==> run_1/cell_density.png <==
The die is cut into 12 by 12 equal tiles; white is low, dark blue is high, 0 to 100% covered.
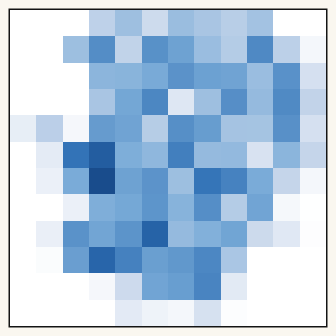
==> run_1/io_placement.png <==
Pins as bars across the die edge, other pins in grey.
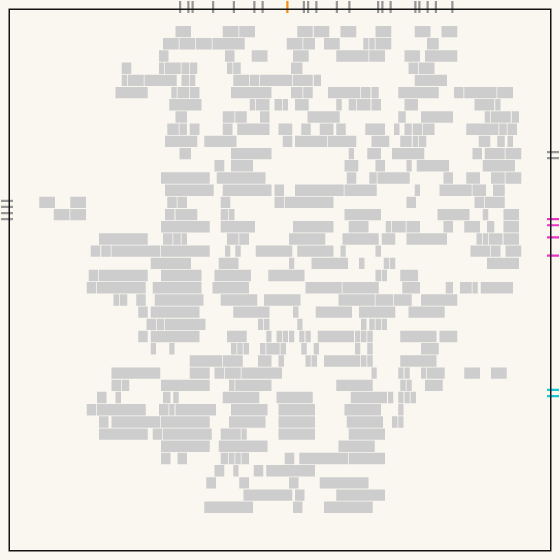
==> run_1/placement.png <==
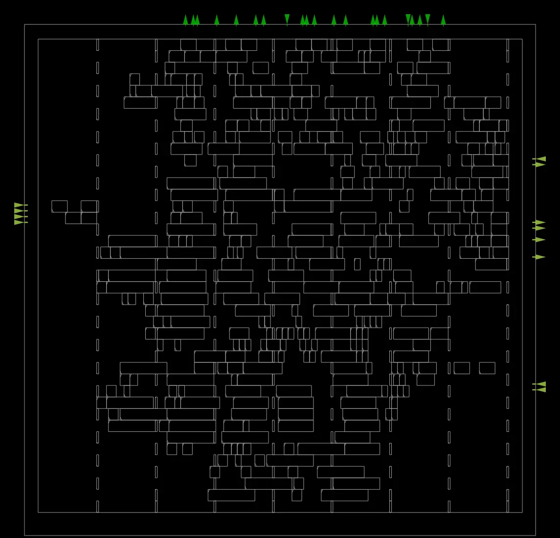
`src/rtl/viterbi_pkg.sv`:
```
// Shared constants and types for the Viterbi decoder.
// Trellis geometry and survivor-memory sizing live here.
package viterbi_pkg;

  localparam int K          = 3;
  localparam int NUM_STATES = 1 << (K - 1);
  localparam int S_W        = K - 1;
  localparam int TB_DEPTH   = 8;
  localparam int PTR_W      = $clog2(TB_DEPTH);

  typedef logic [S_W-1:0]        state_t;
  typedef logic [NUM_STATES-1:0] dec_t;

  typedef enum logic [1:0] {
    ST_EMPTY,
    ST_FILL,
    ST_FULL
  } tb_state_e;

endpackage

```
`src/rtl/viterbi_tb_step.sv`:
```
// One traceback step: selects the surviving predecessor
// of a state from its stored decision vector.
module viterbi_tb_step
  import viterbi_pkg::*;
(
  input  state_t i_s,
  input  dec_t   i_dec,
  output state_t o_pred
);

  assign o_pred = {i_s[S_W-2:0], i_dec[i_s]};

endmodule

```
`src/rtl/viterbi_traceback.sv`:
```
// Survivor memory and traceback for the Viterbi decoder.
// Stores decision vectors circularly, emits one decoded bit per en_t.
module viterbi_traceback
  import viterbi_pkg::*;
(
  input  logic             clk,
  input  logic             rst,
  input  logic             i_en_m,
  input  logic             i_en_t,
  input  logic [NUM_STATES-1:0] i_dec,
  input  logic [S_W-1:0]   i_best_state,
  output logic             o_bit,
  output logic             o_valid,
  output logic             o_err,
  output logic [PTR_W:0]   o_fill,
  output logic [15:0]      o_bit_cnt
);

  if (TB_DEPTH < 2) begin : g_bad_depth
    $error("viterbi_traceback: TB_DEPTH must be at least 2");
  end

  dec_t             r_mem [TB_DEPTH];
  logic [PTR_W-1:0] r_wr_ptr;
  logic [PTR_W:0]   r_fill;
  tb_state_e        r_state;
  tb_state_e        w_state_nxt;
  logic             w_full;
  state_t           w_s [TB_DEPTH];

  localparam logic [PTR_W:0] FILL_MAX = (PTR_W+1)'(TB_DEPTH);

  assign w_full = (r_state == ST_FULL);
  assign w_s[0] = i_best_state;

  // Walk back from the newest entry; reads see pre-write contents.
  for (genvar k = 1; k < TB_DEPTH; k++) begin : g_chain
    logic [PTR_W-1:0] w_idx;
    assign w_idx = r_wr_ptr - PTR_W'(k);
    viterbi_tb_step u_step (
      .i_s    (w_s[k-1]),
      .i_dec  (r_mem[w_idx]),
      .o_pred (w_s[k])
    );
  end

  always_comb begin
    w_state_nxt = r_state;
    unique case (r_state)
      ST_EMPTY: if (i_en_m) w_state_nxt = ST_FILL;
      ST_FILL:
        if (i_en_m && r_fill == FILL_MAX - 1'b1)
          w_state_nxt = ST_FULL;
      ST_FULL:  w_state_nxt = ST_FULL;
      default:  w_state_nxt = ST_EMPTY;
    endcase
  end

  always_ff @(posedge clk) begin
    if (!rst) begin
      for (int i = 0; i < TB_DEPTH; i++)
        r_mem[i] <= '0;
      r_wr_ptr  <= '0;
      r_fill    <= '0;
      r_state   <= ST_EMPTY;
      o_bit     <= 1'b0;
      o_valid   <= 1'b0;
      o_err     <= 1'b0;
      o_bit_cnt <= '0;
    end else begin
      r_state <= w_state_nxt;
      if (i_en_m) begin
        r_mem[r_wr_ptr] <= i_dec;
        r_wr_ptr        <= r_wr_ptr + 1'b1;
        if (r_fill != FILL_MAX)
          r_fill <= r_fill + 1'b1;
      end
      o_valid <= i_en_t && w_full;
      o_err   <= i_en_t && !w_full;
      if (i_en_t && w_full) begin
        o_bit     <= w_s[TB_DEPTH-1][S_W-1];
        o_bit_cnt <= o_bit_cnt + 16'd1;
      end
    end
  end

  assign o_fill = r_fill;

endmodule
```
`config.mk`:
```
export PLATFORM = sky130hd
export DESIGN_NAME = viterbi_traceback
export DESIGN_NICKNAME = d
export VERILOG_FILES = /design/src/rtl/viterbi_pkg.sv /design/src/rtl/viterbi_tb_step.sv /design/src/rtl/viterbi_traceback.sv
export SDC_FILE = /design/constraint.sdc
export NUM_CORES = 1
export LEC_CHECK = 0
export CORE_MARGIN = 3
export CORE_UTILIZATION = 30
export DETAILED_ROUTE_END_ITERATION = 7
export PLACE_DENSITY = 0.51
export SYNTH_ARGS = -nofsm -noshare
export SYNTH_HDL_FRONTEND = slang
export SYNTH_HIERARCHICAL = 1
export SYNTH_SLANG_ARGS = --single-unit
export TNS_END_PERCENT = 10
```
`constraint.sdc`:
```
create_clock -name clk -period 14.3 [get_ports clk]
set_input_delay 1.43 -clock clk [delete_from_list [all_inputs] [get_ports clk]]
set_output_delay 1.43 -clock clk [all_outputs]
set_load 0.02 [all_outputs]
```
==> ci_impl_report.md, run 1 <==
### Yosys + OpenROAD results

| Metric | Value |
|---|---|
| RSZ-0062 raised after global routing | false |
| Die Size | 14500 um2 |
| Final slew viol count | 0 |
| Synth warn | 6 |
| Crit. End Element | flop |
| Latency at later pin | 0.32 ns |
| CTS tree | yes |
| Setup Skew | 0.00883 ns |
| Slew @ Worst Pin | 0.994 ns |
| F_max | 0.178 GHz |
| First-pass GRT wire length | 14.3 mm |
| Initial DRT Pass Iterations | 5 |
| Status | finished, final reports clean |
| Final worst slack | 8.68 ns |
| Floorplan core density | 0.309 |
| Number of H-tree levels | 3 |
| # setup viols final | 0 |
| R2R cell count | 13 |
| Cell mode on critical path | mux4_2 |
| Vias per inst | 5.02 |
| Initial antenna violation count | 0 |
| Worst IR Drop VDD | 53.7 uV |
| Total routed wirelength | 9.01 mm |
| Setup total negative slack | 0 ns |
| ANT cells | 0 |
| Static Leakage | 1.68 nW |
| Met2 Track Usage GR | 0.199 |
| Worst path cell trace | inv_1, ha_1, mux4_2, nand2_1, nand2_1, mux4_2, mux4_2, mux4_2, mux4_2, mux4_2, mux4_2, nand3_1, a21boi_0 |
| All-Layer GR Usage | 0.129 |
| DP Worst Slack | 8.63 ns |
| Clock slew at reported path FFs | 0.05 ns |
| Req. time, crit path | 14.50 ns |
| Slowest stage delay, CP | 0.97 ns |
| WS Path Type | flop to flop |
| Layout area overhead | 18.3% |
| CTS buffer count | 9 |
Notes on cell_density.png above:
fullest tile = 89%
nearly empty tiles = 26%
mean over tiles = 31%
tiles over 75% full = 2.8%
densest ninth of the die = centre

Notes on io_placement.png above:
orange -> `rst`  # pins 1, direction input, edge north
cyan -> `i_best_state`  # pins 2, direction input, edge east
magenta -> `o_fill`  # pins 4, direction output, edge east

Notes on placement.png above:
standard-cell row count: 41
floorplan core area: 12700 um2
seq_cells: 60

run 1: layout make-up:
| type | instances | area (um2) |
|---|---|---|
| clock buffer | 16 | 293 |
| fill | 1310 | 8080 |
| inverter | 7 | 26.3 |
| multi-input combinational | 264 | 2260 |
| sequential | 60 | 1520 |
| tap | 172 | 215 |
| timing repair buffer | 33 | 328 |
run 1: sequential cells by signal, indices dropped and copies added, names as in the netlist:
signal	count
o_valid	1
o_bit_cnt	16
o_fill	4
r_wr_ptr	3
o_bit	1
o_err	1
r_mem	32
r_state	2
run 1: routing by layer:
metal | wire length [um] | part of all wire
met1 | 4300 | 0.48
met2 | 4320 | 0.48
met3 | 343 | 0.038
met4 | 53 | 0.0059
met5 | 0 | 0
run 1: cells in the final DEF (no fill, tap or decap), drive strengths merged:
cell type      count
mux2i              6
xor2               5
mux2               8
ha                12
a21oi              3
o211ai             3
clkdlybuf4s50     32
nand2b             6
nor2              11
clkbuf            16
and3               1
o21ai             11
nand2             68
or2                1
edfxtp            32
xnor2             10
nor3               3
nand4              5
or4                1
nor2b              4
nand3             10
a21boi             6
buf                1
and4               2
nand4b             1
and2              43
inv                7
nor3b              1
dfxtp             28
o31ai              3
or3                2
mux4              38
run 1: worst max path at each step:
stage	endpoint	slack, ns	cells past startpoint
4_1_cts	o_bit	8.64	13
6_report	o_bit	8.68	13
3_5_place_dp	o_bit	8.63	13
3_3_place_gp	o_bit	8.78	13
5_1_grt	o_bit	8.32	13
2_1_floorplan	o_bit	9.01	18
run 1: power by group:
| part | internal [mW] | switching (mW) |
|---|---|---|
| clock network | 0.137 | 0.0706 |
| registers | 0.189 | 0.0123 |
| logic | 0.0476 | 0.0399 |
run 1: stage by stage:
step	hold WS, ns	total power, mW	instance area (um2)	std cells	utilization
CTS	0.482	0.503	4650	552	0.365
finish	0.476	0.497	4650	552	0.365
detailed placement	0.471	0.293	4350	536	0.342
global placement	0.458	0.293	4350	536	0.342
global route	0.519	0.521	4650	552	0.365
floorplan	0.507	0.276	3930	353	-
run 1: critical path, delay by kind of cell (launching register included):
| kind | cells | cell delay [ns] |
|---|---|---|
| mux | 7 | 3.25 |
| flops | 1 | 0.97 |
| fa+ha+maj | 1 | 0.77 |
| buf+inv | 1 | 0.21 |
| simple gates | 3 | 0.20 |
| compound gates | 1 | 0.08 |
## Run 2: what changed since run 1
Clock period 14.3 ns to 5.2 ns, I/O delays scaled along.
==> ci_impl_report.md, run 2 <==
### Yosys + OpenROAD results

| Metric | Value |
|---|---|
| Most numerous logic cells after layout | nand2_1, and2_1, mux4_2, clkdlybuf4s50_1, edfxtp_1 |
| Status | finished, final reports clean |
| Filler cell count | 1280 (-2.3%) |
| Fin area | 4670 um2 (+0.43%) |
| CTS buffer count | 9 (unchanged) |
| Number of H-tree levels | 3 (unchanged) |
| Final worst slack | 0.435 ns (-8.24 ns) |
| F_max | 0.210 GHz (+18%) |
| Initial antenna violation count | 0 (unchanged) |
| Floorplan core density | 0.309 (unchanged) |
| Total routed wirelength | 8.88 mm (-1.5%) |
| Clock slew at reported path FFs | 0.05 ns (about the same) |
| First-pass GRT wire length | 14.6 mm (+1.9%) |
| Combinational share of power | 0.186 (+0.010) |
| Worst path cell trace | inv_1, ha_1, mux4_2, nand2_1, nand2_1, mux4_2, mux4_2, mux4_2, mux4_2, mux4_2, mux4_2, nand3_1, a21boi_0 |
| Max FFs per register | 32 (unchanged) |
| Sw Ratio | 0.257 (+0.00971) |
| Initial DRT Pass Iterations | 4 (-1) |
| Net Sw Power | 351 uW (+190%) |
| Top reg by flops | r_mem |
| Layout area overhead | 18.8% |
| CP top delay family | multiplexers |
| Req. time, crit path | 5.40 ns (-9.10 ns) |
| Slew @ Worst Pin | 0.664 ns (-0.331 ns) |
| Most frequent logic cell in the layout | nand2_1 |
| Latency at later pin | 0.32 ns (about the same) |
| RSZ-0062 raised after global routing | false |
| Placed instance area | 4380 um2 (+0.52%) |
| Vias per inst | 5.02 (-0.15%) |
| Static Leakage | 1.70 nW (+1.1%) |
| ANT cells | 0 (unchanged) |
| Synth warn | 6 (unchanged) |
| Final slew viol count | 0 (unchanged) |
| Met2 Track Usage GR | 0.190 (-0.00908) |
| Die Size | 14500 um2 (unchanged) |
## run 2: netlist changes by cell type in the layout (fill, tap and decap cells not counted)
cell	previous run	this run
clkinv_4	0	1
clkbuf_1	4	2
clkbuf_8	2	1
clkinv_2	0	2
buf_4	1	4
## run 2: how the worst max path moves through the flow
stage                      from     to
floorplan           r_wr_ptr[1]  o_bit
global placement    r_wr_ptr[1]  o_bit
detailed placement  r_wr_ptr[1]  o_bit
CTS                 r_wr_ptr[1]  o_bit
global route        r_wr_ptr[1]  o_bit
finish              r_wr_ptr[1]  o_bit
## run 2: layout make-up
cell class / instances / area share
clock buffer: 13 / 0.0582
clock inverter: 3 / 0.00402
inverter: 7 / 0.00563
multi-input combinational: 264 / 0.485
sequential: 60 / 0.326
tap: 172 / 0.0461
timing repair buffer: 36 / 0.0751
## run 2: worst reg2reg max path, cell delays in order, from the launching register on
cell and delay (ns):
dfxtp_1 0.32, inv_1 0.07, ha_1 0.72, mux4_2 0.44, nand2_1 0.08, nand2_1 0.05, mux4_2 0.50, mux4_2 0.48
mux4_2 0.48, mux4_2 0.47, mux4_2 0.45, mux4_2 0.43, nand3_1 0.07, a21boi_0 0.08
## run 2: power groups by stage
stage / Combinational (mW) / Clock [mW] / Sequential, mW
4_1_cts: 0.256 / 0.587 / 0.541
3_5_place_dp: 0.256 / 0 / 0.551
2_1_floorplan: 0.212 / 0 / 0.548
5_1_grt: 0.283 / 0.611 / 0.544
6_report: 0.254 / 0.572 / 0.541
3_3_place_gp: 0.255 / 0 / 0.550
## run 2: layer usage
layer	vias to the layer above	wire, um
li1	1322	-
met1	1390	4270
met2	59	3980
met3	13	467
met4	0	153
met5	-	0
## run 2: metrics by stage
step                       util  power, mW
after global routing      0.367       1.44
after global placement    0.344      0.805
after CTS                 0.367       1.38
final                     0.367       1.37
after floorplan               -      0.759
after detailed placement  0.344      0.807
==> run_2/layer_met3.png <==
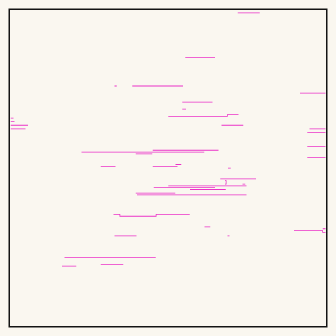
main direction = horizontal
share of all routed wire = 5.3%
wire length on this layer = 468 um

## Run 3: what changed since run 2
Settings changed: SKIP_LAST_GASP from default to 1.
==> run_3/layer_met3.png <==
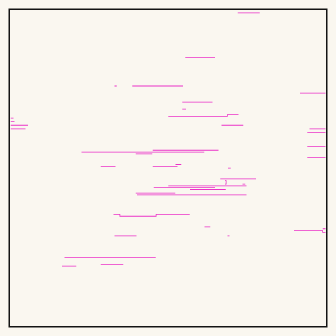
share of all routed wire = 5.3%
longest straight run = 46.5 um
nets with wire on the layer = 31
main direction = horizontal

==> ci_impl_report.md, run 3 <==
### Yosys + OpenROAD results

| Metric | Value |
|---|---|
| Most frequent logic cell in the layout | nand2_1 |
| CTS tree | yes |
| Layout area overhead | 18.8% (unchanged) |
| Latency at later pin | 0.32 ns (about the same) |
| F_max | 0.210 GHz (unchanged) |
| Static Leakage | 1.70 nW (unchanged) |
| RSZ-0062 raised after global routing | false |
| Worst setup path end | o_bit |
| Die span in x | 120 um |
| Max FFs per register | 32 (unchanged) |
| Sw Ratio | 0.257 (unchanged) |
| Clock slew at reported path FFs | 0.05 ns (about the same) |
| Initial antenna violation count | 0 (unchanged) |
| Post-CTS Setup Inserts | 0 |
| Synth warn | 6 (unchanged) |
| Total routed wirelength | 8.88 mm (unchanged) |
| ANT cells | 0 (unchanged) |
| Final worst slack | 0.435 ns (unchanged) |
| Placed instance area | 4380 um2 (unchanged) |
| Fin area | 4670 um2 (unchanged) |
| CP Buf/Inv Count | 1 |
| Vias per inst | 5.02 (unchanged) |
| Net Sw Power | 351 uW (unchanged) |
| CTS buffer count | 9 (unchanged) |
| Die Size | 14500 um2 (unchanged) |
| First-pass GRT wire length | 14.6 mm (unchanged) |
| Mapped Cells | 353 |
| Initial DRT Pass Iterations | 4 (unchanged) |
| DP Worst Slack | 0.424 ns |
| Status | finished, final reports clean |
| Combinational share of power | 0.186 (about the same) |
| Slew @ Worst Pin | 0.664 ns (unchanged) |
| CP top delay family | multiplexers |
| Top reg by flops | r_mem |
| Number of H-tree levels | 3 (unchanged) |
## run 3: worst min path at each step
stage / start / endpoint / cells past startpoint
2_1_floorplan: r_state[0] / r_state[0] / 2
3_3_place_gp: o_bit_cnt[15] / o_bit_cnt[15] / 2
3_5_place_dp: o_bit_cnt[15] / o_bit_cnt[15] / 2
4_1_cts: o_bit_cnt[15] / o_bit_cnt[15] / 2
5_1_grt: o_bit_cnt[15] / o_bit_cnt[15] / 2
6_report: o_bit_cnt[15] / o_bit_cnt[15] / 2
## run 3: metrics by stage
step                      power, mW  hold WS (ns)  cells  utilization
after global routing           1.44         0.517    555        0.367
after floorplan               0.759         0.507    353            -
after CTS                      1.38         0.486    555        0.367
final                          1.37         0.474    555        0.367
after detailed placement      0.807         0.479    539        0.344
after global placement        0.805         0.458    539        0.344
## run 3: power groups by stage
stage | Sequential [mW] | Combinational, mW | Clock [mW]
6_report | 0.541 | 0.254 | 0.572
4_1_cts | 0.541 | 0.256 | 0.587
3_5_place_dp | 0.551 | 0.256 | 0
5_1_grt | 0.544 | 0.283 | 0.611
3_3_place_gp | 0.550 | 0.255 | 0
2_1_floorplan | 0.548 | 0.212 | 0
## run 3: cell type report
class | count | area (um2)
fill | 1280 | 8060
multi-input combinational | 264 | 2260
sequential | 60 | 1520
timing repair buffer | 36 | 350
clock buffer | 13 | 272
tap | 172 | 215
inverter | 7 | 26.3
clock inverter | 3 | 18.8
## run 3: worst register-to-register path: stages, from the launching register on
cell and delay, ns:
dfxtp_1 0.32, inv_1 0.07, ha_1 0.72, mux4_2 0.44
nand2_1 0.08, nand2_1 0.05, mux4_2 0.50, mux4_2 0.48
mux4_2 0.48, mux4_2 0.47, mux4_2 0.45, mux4_2 0.43
nand3_1 0.07, a21boi_0 0.08
## run 3: metal layers
| layer | global-route usage | vias to the layer above | part of all wire | wire [um] |
|---|---|---|---|---|
| met2 | 0.190 | 59 | 0.45 | 3980 |
| met5 | 0 | - | 0 | 0 |
| met3 | 0.0351 | 13 | 0.053 | 467 |
| met4 | 0.0404 | 0 | 0.017 | 153 |
| met1 | 0.185 | 1390 | 0.48 | 4270 |
| li1 | - | 1322 | - | - |
Power is estimated from default activity; no workload was simulated.
